===== config.mk =====
export PLATFORM = sky130hd
export DESIGN_NAME = serial_bus_arbiter
export DESIGN_NICKNAME = d
export VERILOG_FILES = /design/src/rtl/serial_bus_pkg.sv /design/src/rtl/serial_bus_timer.sv /design/src/rtl/serial_bus_arbiter.sv
export SDC_FILE = /design/constraint.sdc
export NUM_CORES = 1
export LEC_CHECK = 0
export CORE_UTILIZATION = 41
export DETAILED_ROUTE_END_ITERATION = 8
export PLACE_DENSITY = 0.8
export SLEW_MARGIN = 10
export SYNTH_ARGS = -nofsm -noshare
export SYNTH_HDL_FRONTEND = slang
export SYNTH_SLANG_ARGS = --single-unit

===== constraint.sdc =====
create_clock -name Clock -period 2.5 [get_ports Clock]
set_input_delay 0.25 -clock Clock [delete_from_list [all_inputs] [get_ports Clock]]
set_output_delay 0.25 -clock Clock [all_outputs]
set_load 0.02 [all_outputs]

===== src/rtl/serial_bus_pkg.sv =====
// Shared types and constants for the two-port serial IO bus arbiter.
package serial_bus_pkg;

  typedef enum logic [2:0] {
    ST_IDLE   = 3'd0,
    ST_SETUP  = 3'd1,
    ST_STROBE = 3'd2,
    ST_HOLD   = 3'd3,
    ST_DONE   = 3'd4
  } state_t;

  localparam logic [15:0] BT_BASE_DEF   = 16'h0220;
  localparam logic [15:0] WIFI_BASE_DEF = 16'h0240;
  localparam int          CNT_W         = 4;

  // Phase length N is loaded as N-1; a zero length behaves as one cycle.
  function automatic logic [CNT_W-1:0] phase_load(input int n);
    if (n <= 1) return '0;
    return CNT_W'(n - 1);
  endfunction

endpackage


===== src/rtl/serial_bus_timer.sv =====
// Loadable down-counter with zero flag; times the SETUP, STROBE and HOLD phases.
module serial_bus_timer
  import serial_bus_pkg::*;
(
  input  logic             Clock,
  input  logic             Reset_L,
  input  logic             i_load,
  input  logic [CNT_W-1:0] i_load_val,
  output logic             o_zero
);

  logic [CNT_W-1:0] r_cnt;

  always_ff @(posedge Clock or negedge Reset_L) begin
    if (!Reset_L) begin
      r_cnt <= '0;
    end else if (i_load) begin
      r_cnt <= i_load_val;
    end else if (r_cnt != '0) begin
      r_cnt <= r_cnt - 1'b1;
    end
  end

  assign o_zero = (r_cnt == '0);

endmodule


===== src/rtl/serial_bus_arbiter.sv =====
// Round-robin arbiter sharing the byte-wide serial IO bus between BT (port 0) and Wifi (port 1);
// access takes 1+SETUP+STROBE+HOLD+1 cycles. Optional port lock via SERIAL_ARB_LOCK_EN.
module serial_bus_arbiter
  import serial_bus_pkg::*;
#(
  parameter logic [15:0] BT_BASE       = BT_BASE_DEF,
  parameter logic [15:0] WIFI_BASE     = WIFI_BASE_DEF,
  parameter int          SETUP_CYCLES  = 1,
  parameter int          STROBE_CYCLES = 4,
  parameter int          HOLD_CYCLES   = 1
) (
  input  logic        Clock,
  input  logic        Reset_L,
  input  logic [1:0]  Req,
  input  logic [2:0]  RegIdx0,
  input  logic [2:0]  RegIdx1,
  input  logic        Write0,
  input  logic        Write1,
  input  logic [7:0]  WrData0,
  input  logic [7:0]  WrData1,
  input  logic [1:0]  Lock,
  output logic [1:0]  Grant,
  output logic [1:0]  Done,
  output logic [7:0]  RdData,
  output logic [15:0] Address,
  output logic        IOSelect_H,
  output logic        ByteSelect_L,
  output logic        WE_L,
  output logic [7:0]  DataOut,
  input  logic [7:0]  DataIn
);

  state_t           r_state;
  state_t           w_next;
  logic [1:0]       r_grant;
  logic             r_last;
  logic             r_write;
  logic [7:0]       r_wdata;
  logic [7:0]       r_rdata;
  logic [15:0]      r_addr;
  logic             w_zero;
  logic             w_load;
  logic [CNT_W-1:0] w_load_val;
  logic             w_win_vld;
  logic             w_win;
  logic             w_gport;
  logic             w_bus_act;
  logic [2:0]       w_idx;

  assign w_gport = r_grant[1];
  assign w_idx   = w_win ? RegIdx1 : RegIdx0;

`ifdef SERIAL_ARB_LOCK_EN
  logic r_lock_vld;
  logic r_lock_port;
  logic w_lock_hold;
  assign w_lock_hold = r_lock_vld && Lock[r_lock_port];
`else
  logic w_unused_lock;
  assign w_unused_lock = ^Lock;
`endif

  always_comb begin
    w_win_vld = 1'b0;
    w_win     = 1'b0;
    case (Req)
      2'b01:   begin w_win_vld = 1'b1; w_win = 1'b0;    end
      2'b10:   begin w_win_vld = 1'b1; w_win = 1'b1;    end
      2'b11:   begin w_win_vld = 1'b1; w_win = ~r_last; end
      default: ;
    endcase
`ifdef SERIAL_ARB_LOCK_EN
    // A held lock shuts out the other port; an idle locked port grants nobody this cycle.
    if (w_lock_hold) begin
      w_win_vld = Req[r_lock_port];
      w_win     = r_lock_port;
    end
`endif
  end

  always_comb begin
    w_next     = r_state;
    w_load     = 1'b0;
    w_load_val = '0;
    case (r_state)
      ST_IDLE: if (w_win_vld) begin
        w_next     = ST_SETUP;
        w_load     = 1'b1;
        w_load_val = phase_load(SETUP_CYCLES);
      end
      ST_SETUP: if (w_zero) begin
        w_next     = ST_STROBE;
        w_load     = 1'b1;
        w_load_val = phase_load(STROBE_CYCLES);
      end
      ST_STROBE: if (w_zero) begin
        w_next     = ST_HOLD;
        w_load     = 1'b1;
        w_load_val = phase_load(HOLD_CYCLES);
      end
      ST_HOLD: if (w_zero) w_next = ST_DONE;
      ST_DONE: w_next = ST_IDLE;
      default: w_next = ST_IDLE;
    endcase
  end

  serial_bus_timer u_timer (
    .Clock      (Clock),
    .Reset_L    (Reset_L),
    .i_load     (w_load),
    .i_load_val (w_load_val),
    .o_zero     (w_zero)
  );

  always_ff @(posedge Clock or negedge Reset_L) begin
    if (!Reset_L) begin
      r_state <= ST_IDLE;
      r_grant <= 2'b00;
      r_last  <= 1'b1;
      r_write <= 1'b0;
      r_wdata <= 8'h00;
      r_rdata <= 8'h00;
      r_addr  <= 16'h0000;
    end else begin
      r_state <= w_next;
      if (r_state == ST_IDLE && w_win_vld) begin
        r_grant <= w_win ? 2'b10 : 2'b01;
        r_write <= w_win ? Write1 : Write0;
        r_wdata <= w_win ? WrData1 : WrData0;
        r_addr  <= (w_win ? WIFI_BASE : BT_BASE) + {12'd0, w_idx, 1'b0};
      end
      if (r_state == ST_STROBE && w_zero && !r_write) r_rdata <= DataIn;
      if (r_state == ST_DONE) begin
        r_grant <= 2'b00;
`ifdef SERIAL_ARB_LOCK_EN
        if (!Lock[w_gport]) r_last <= w_gport;
`else
        r_last <= w_gport;
`endif
      end
    end
  end

`ifdef SERIAL_ARB_LOCK_EN
  always_ff @(posedge Clock or negedge Reset_L) begin
    if (!Reset_L) begin
      r_lock_vld  <= 1'b0;
      r_lock_port <= 1'b0;
    end else if (r_state == ST_DONE) begin
      r_lock_vld  <= Lock[w_gport];
      r_lock_port <= w_gport;
    end else if (r_state == ST_IDLE && r_lock_vld && !(Lock[r_lock_port] && Req[r_lock_port])) begin
      r_lock_vld <= 1'b0;
    end
  end
`endif

  assign w_bus_act    = (r_state == ST_SETUP) || (r_state == ST_STROBE) || (r_state == ST_HOLD);
  assign Grant        = r_grant;
  assign Done         = (r_state == ST_DONE) ? r_grant : 2'b00;
  assign RdData       = r_rdata;
  assign Address      = r_addr;
  assign IOSelect_H   = w_bus_act;
  assign ByteSelect_L = ~w_bus_act;
  assign WE_L         = ~((r_state == ST_STROBE) && r_write);
  assign DataOut      = (w_bus_act && r_write) ? r_wdata : 8'h00;

endmodule


Fig. 1: run 1, power grid
Bar = 20 um. Pins as bars on the die edge. Tap cells in grey.
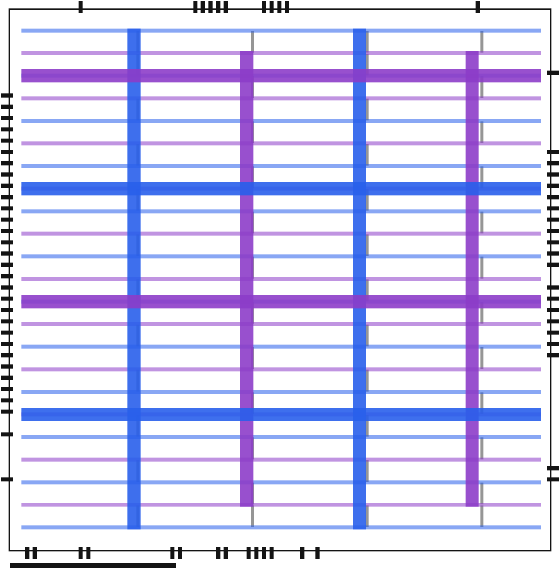
[VDD] purple
[VSS] blue
met5 straps: 4
met4 straps: 4
rows: 22
Die Y: 65.04 um
largest vdd supply drop: 0.0006636 V
width of the chip: 65.04 um
area of the core: 3744 um^2

Fig. 2: run 1, placed cells, one colour a class
Bar = 20 um.
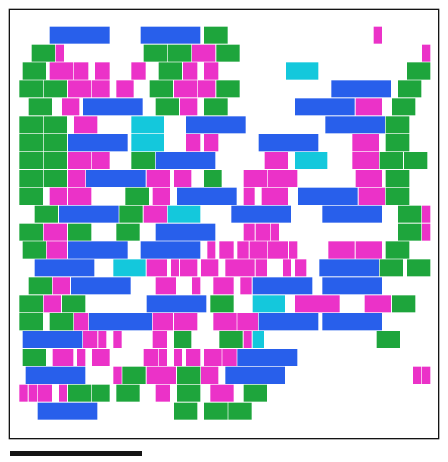
[clock drivers and dummy loads] cyan | cells: 8
[combinational and other logic] magenta | cells: 100
[other buffers and delay cells] green | cells: 67
[flops] blue | cells: 33
flop share of the area: 34.64%
cell area after layout: 2387 um^2
post-layout util: 63.77%
std cell rows: 22

Fig. 3: run 1, routed clock nets over the placement
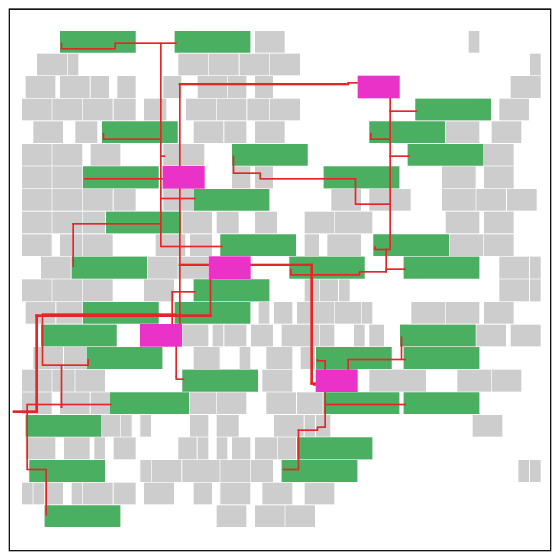
[flip-flops] green | count: 33
[clock wires] red | length: 410 um
[clock drivers] magenta | count: 5
routed clock nets: 6
Clock group: 436 uW
share of total power in the clock network: 15.4%

==> notes.md, run 1 <==
fresh numbers from the pnr run: clock tree from TritonCTS=built, routed length per instance=14.12 um, via count of the first global-routing pass=1,385, Final Hold Viols=0, most instantiated logic cell after routing=clkdlybuf4s50_1, Cell Chain, Critical Path=nor2_1 > nor3b_2 > buf_4 > and2_1 > clkdlybuf4s50_1, tap cell count=48, area post-placement=2281 um^2, Avg Cell Area, Syn=11.55 um^2, met1 WL=1488 um, chip area from the yosys synthesis statistics=1629 um^2, critical path buffer and inverter count=2, proportion of total power due to net switching=36.52%, origin of the worst setup path=r_state[1], power density over the cells=1188 nW/um^2, Most common reg cell=dfrtp_1, number of clock buffers inserted by TritonCTS=5, simple-gate share of the synthesized area=15.51%, path category of the worst min-delay check=in2async, global-route wire length before repair=6058 um, root buffer cell=clkbuf_8, FF+latch count, synth=33, routed wire length on met2=1805 um, clock input transition at the sequential cells of the worst setup and hold paths=0.07 ns, Max H-tree Level=2, Sequential Area=827.0 um^2, Power Sequential=965 uW, async set or reset register ratio after synthesis=100.0%, Crit. path cell count=5, Critical Path Start Type=register, buffer count excluding the clock tree in the final layout=67, final tally of max-slew violations=0, Tot GR Track Use=19.22%, run status=finished, final reports clean, cell area after synthesis=1629 um^2, layout cell share with drive strength beyond 1=13.46%, clk latency late pin=0.28 ns, register area share after synthesis=50.77%, met2 track demand over resource in global routing=35.81%, num ports=77, count of yosys warnings during synthesis=0
-- run 1: through the flow --
step / hold slack [ns] / utilization (%) / setup slack, ns / cells
after floorplan: -0.04559 / - / 0.5918 / 150
after global placement: 0.4531 / 60.93 / 0.4026 / 248
after detailed placement: 0.4578 / 60.93 / 0.3928 / 248
after CTS: 0.3680 / 63.64 / 0.07359 / 256
after global routing: 0.4051 / 63.77 / 0.06272 / 256
final: 0.3567 / 63.77 / 0.1759 / 256
-- run 1: worst reg2reg max path: stages, from the launching register on --
cell	delay (ns)
dfrtp_1	0.37
inv_1	0.11
ha_1	0.24
or3b_1	0.44
nor3b_4	0.42
mux2_2	0.38
-- run 1: registers in the layout (all words and copies together), names as in the netlist --
signal and flops:
Address 6, Grant 2, r_state 3, RdData 8
u_timer.r_cnt 4, r_last 1, r_write 1, r_wdata 8
Fig. 4: run 1, congestion heat map
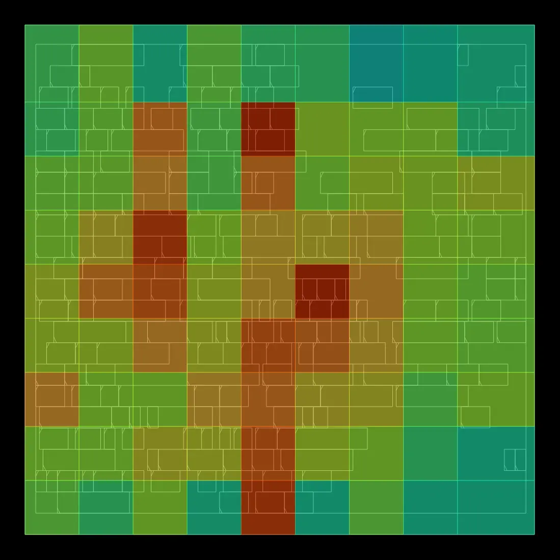

==> inputs of run 2 (changes only) <==
--- a/config.mk
+++ b/config.mk
@@ -5,9 +5,9 @@
 export SDC_FILE = /design/constraint.sdc
 export NUM_CORES = 1
 export LEC_CHECK = 0
-export CORE_UTILIZATION = 41
+export CORE_UTILIZATION = 44
 export DETAILED_ROUTE_END_ITERATION = 8
-export PLACE_DENSITY = 0.8
+export PLACE_DENSITY = 0.84
 export SLEW_MARGIN = 10
 export SYNTH_ARGS = -nofsm -noshare
 export SYNTH_HDL_FRONTEND = slang
==> constraint.sdc (replaced) <==
create_clock -name Clock -period 2.7 [get_ports Clock]
set_input_delay 0.27 -clock Clock [delete_from_list [all_inputs] [get_ports Clock]]
set_output_delay 0.27 -clock Clock [all_outputs]
set_load 0.02 [all_outputs]
Fig. 5: run 2, congestion heat map
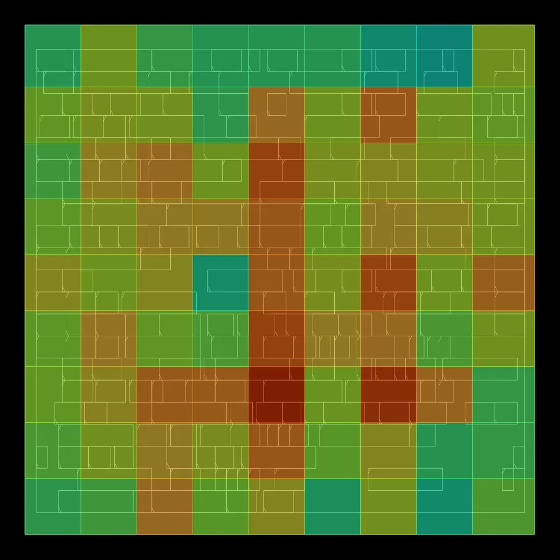
post-layout util: 69.57%
met1 Use GR: 26.78%

Fig. 6: run 2, routed clock nets over the placement
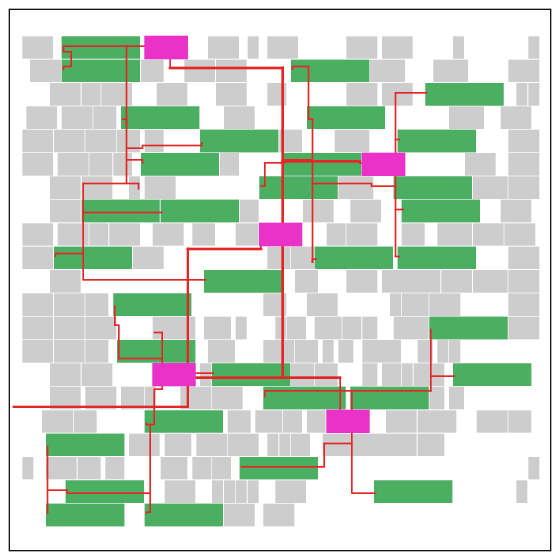
[clock drivers] magenta | count: 5
[flip-flops] green | count: 33
[clock wires] red | length: 427 um
routed clock nets: 6
flops lie: all over the die
Clock Skew: 0.007621 ns
clk latency late pin: 0.29 ns
Clock group: 477 uW
share of total power in the clock network: 17.6%

Fig. 7: run 2, placed cells, one colour a class
Bar = 20 um.
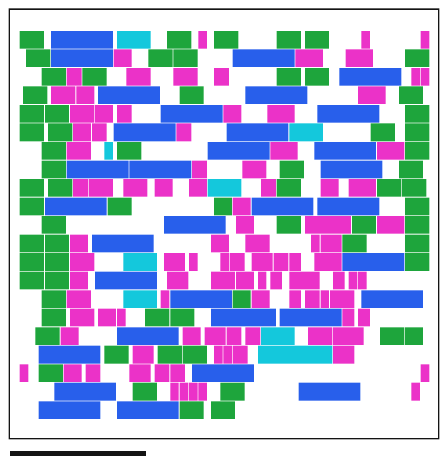
std cell rows: 21
area of the core: 3442 um^2

==> run 2 against run 1 <==
Die size down 6.6%; routed wire length up 5.5%; non-clock buffer count unchanged; critical path depth unchanged; synthesized area unchanged; final cell count down 0.78%; largest power group unchanged.
==> notes.md, run 2 <==
fresh numbers from the pnr run: most instantiated logic cell after routing=clkdlybuf4s50_1, worst slack at placement=0.5964 ns (+0.2036 ns), Avg Cell Area, Syn=11.55 um^2 (unchanged), count of yosys warnings during synthesis=0 (unchanged), FF+latch count, synth=33 (unchanged), final tally of max-slew violations=0 (unchanged), Cell Chain, Critical Path=nor2_1 > nor3b_1 > buf_4 > and2_1 > clkdlybuf4s50_1, power density over the cells=1131 nW/um^2 (-4.8%), root buffer cell=clkbuf_8, clock input transition at the sequential cells of the worst setup and hold paths=0.07 ns (about the same), path category of the worst min-delay check=in2async, chip area from the yosys synthesis statistics=1629 um^2 (unchanged), Power Sequential=889 uW (-7.9%), total placed cells including tap cells=246 (-0.81%), run status=finished, final reports clean, Hold WS=0.3830 ns (+0.02631 ns), cell area after layout=2395 um^2 (+0.31%), Sequential Area=827.0 um^2 (unchanged), routed length per instance=15.02 um (+6.4%), Tot GR Track Use=21.45% (+2.2 points), Post-Layout Cell Count=254 (-0.78%), async set or reset register ratio after synthesis=100.0% (unchanged), via count of the first global-routing pass=1,348 (-2.7%), Max H-tree Level=2 (unchanged), simple-gate share of the synthesized area=15.51% (unchanged), cell area after synthesis=1629 um^2 (unchanged), proportion of total power due to net switching=35.84% (-0.68 points), largest vdd supply drop=0.0005279 V (-20%), num ports=77 (unchanged), Final Hold Viols=0 (unchanged), width of the chip=62.85 um (-3.4%), origin of the worst setup path=r_state[1], layout cell share with drive strength beyond 1=12.50% (-0.96 points), register area share after synthesis=50.77% (unchanged), Most common reg cell=dfrtp_1, number of clock buffers inserted by TritonCTS=5 (unchanged)
[run 2: final cells by class]
| cell class | count | share of cell area [%] |
|---|---|---|
| flip-flops and latches | 33 | 34.53 |
| well taps | 46 | 2.403 |
| multi-input cells | 97 | 30.04 |
| clock inverters | 1 | 1.254 |
| repair buffers | 67 | 27.69 |
| clock buffers | 7 | 3.605 |
| inverters | 3 | 0.4702 |
[run 2: layer usage]
layer	track usage (%)	up-vias	part of all wire, %
met5	0	-	0
met4	7.849	0	1.4
met3	7.299	6	6.8
met2	34.24	62	48
met1	26.78	675	43
li1	-	624	-
[run 2: worst paths after layout]
path | endpoint | cells past startpoint
max in group asynchronous | r_last | 2
worst max-delay path | DataOut[5] | 5
worst max register to register | RdData[4] | 5
min in group Clock | Address[9] | 1
worst min-delay path | r_wdata[3] | 2
worst min register to register | Address[9] | 1
Power and IR drop assume default switching activity.
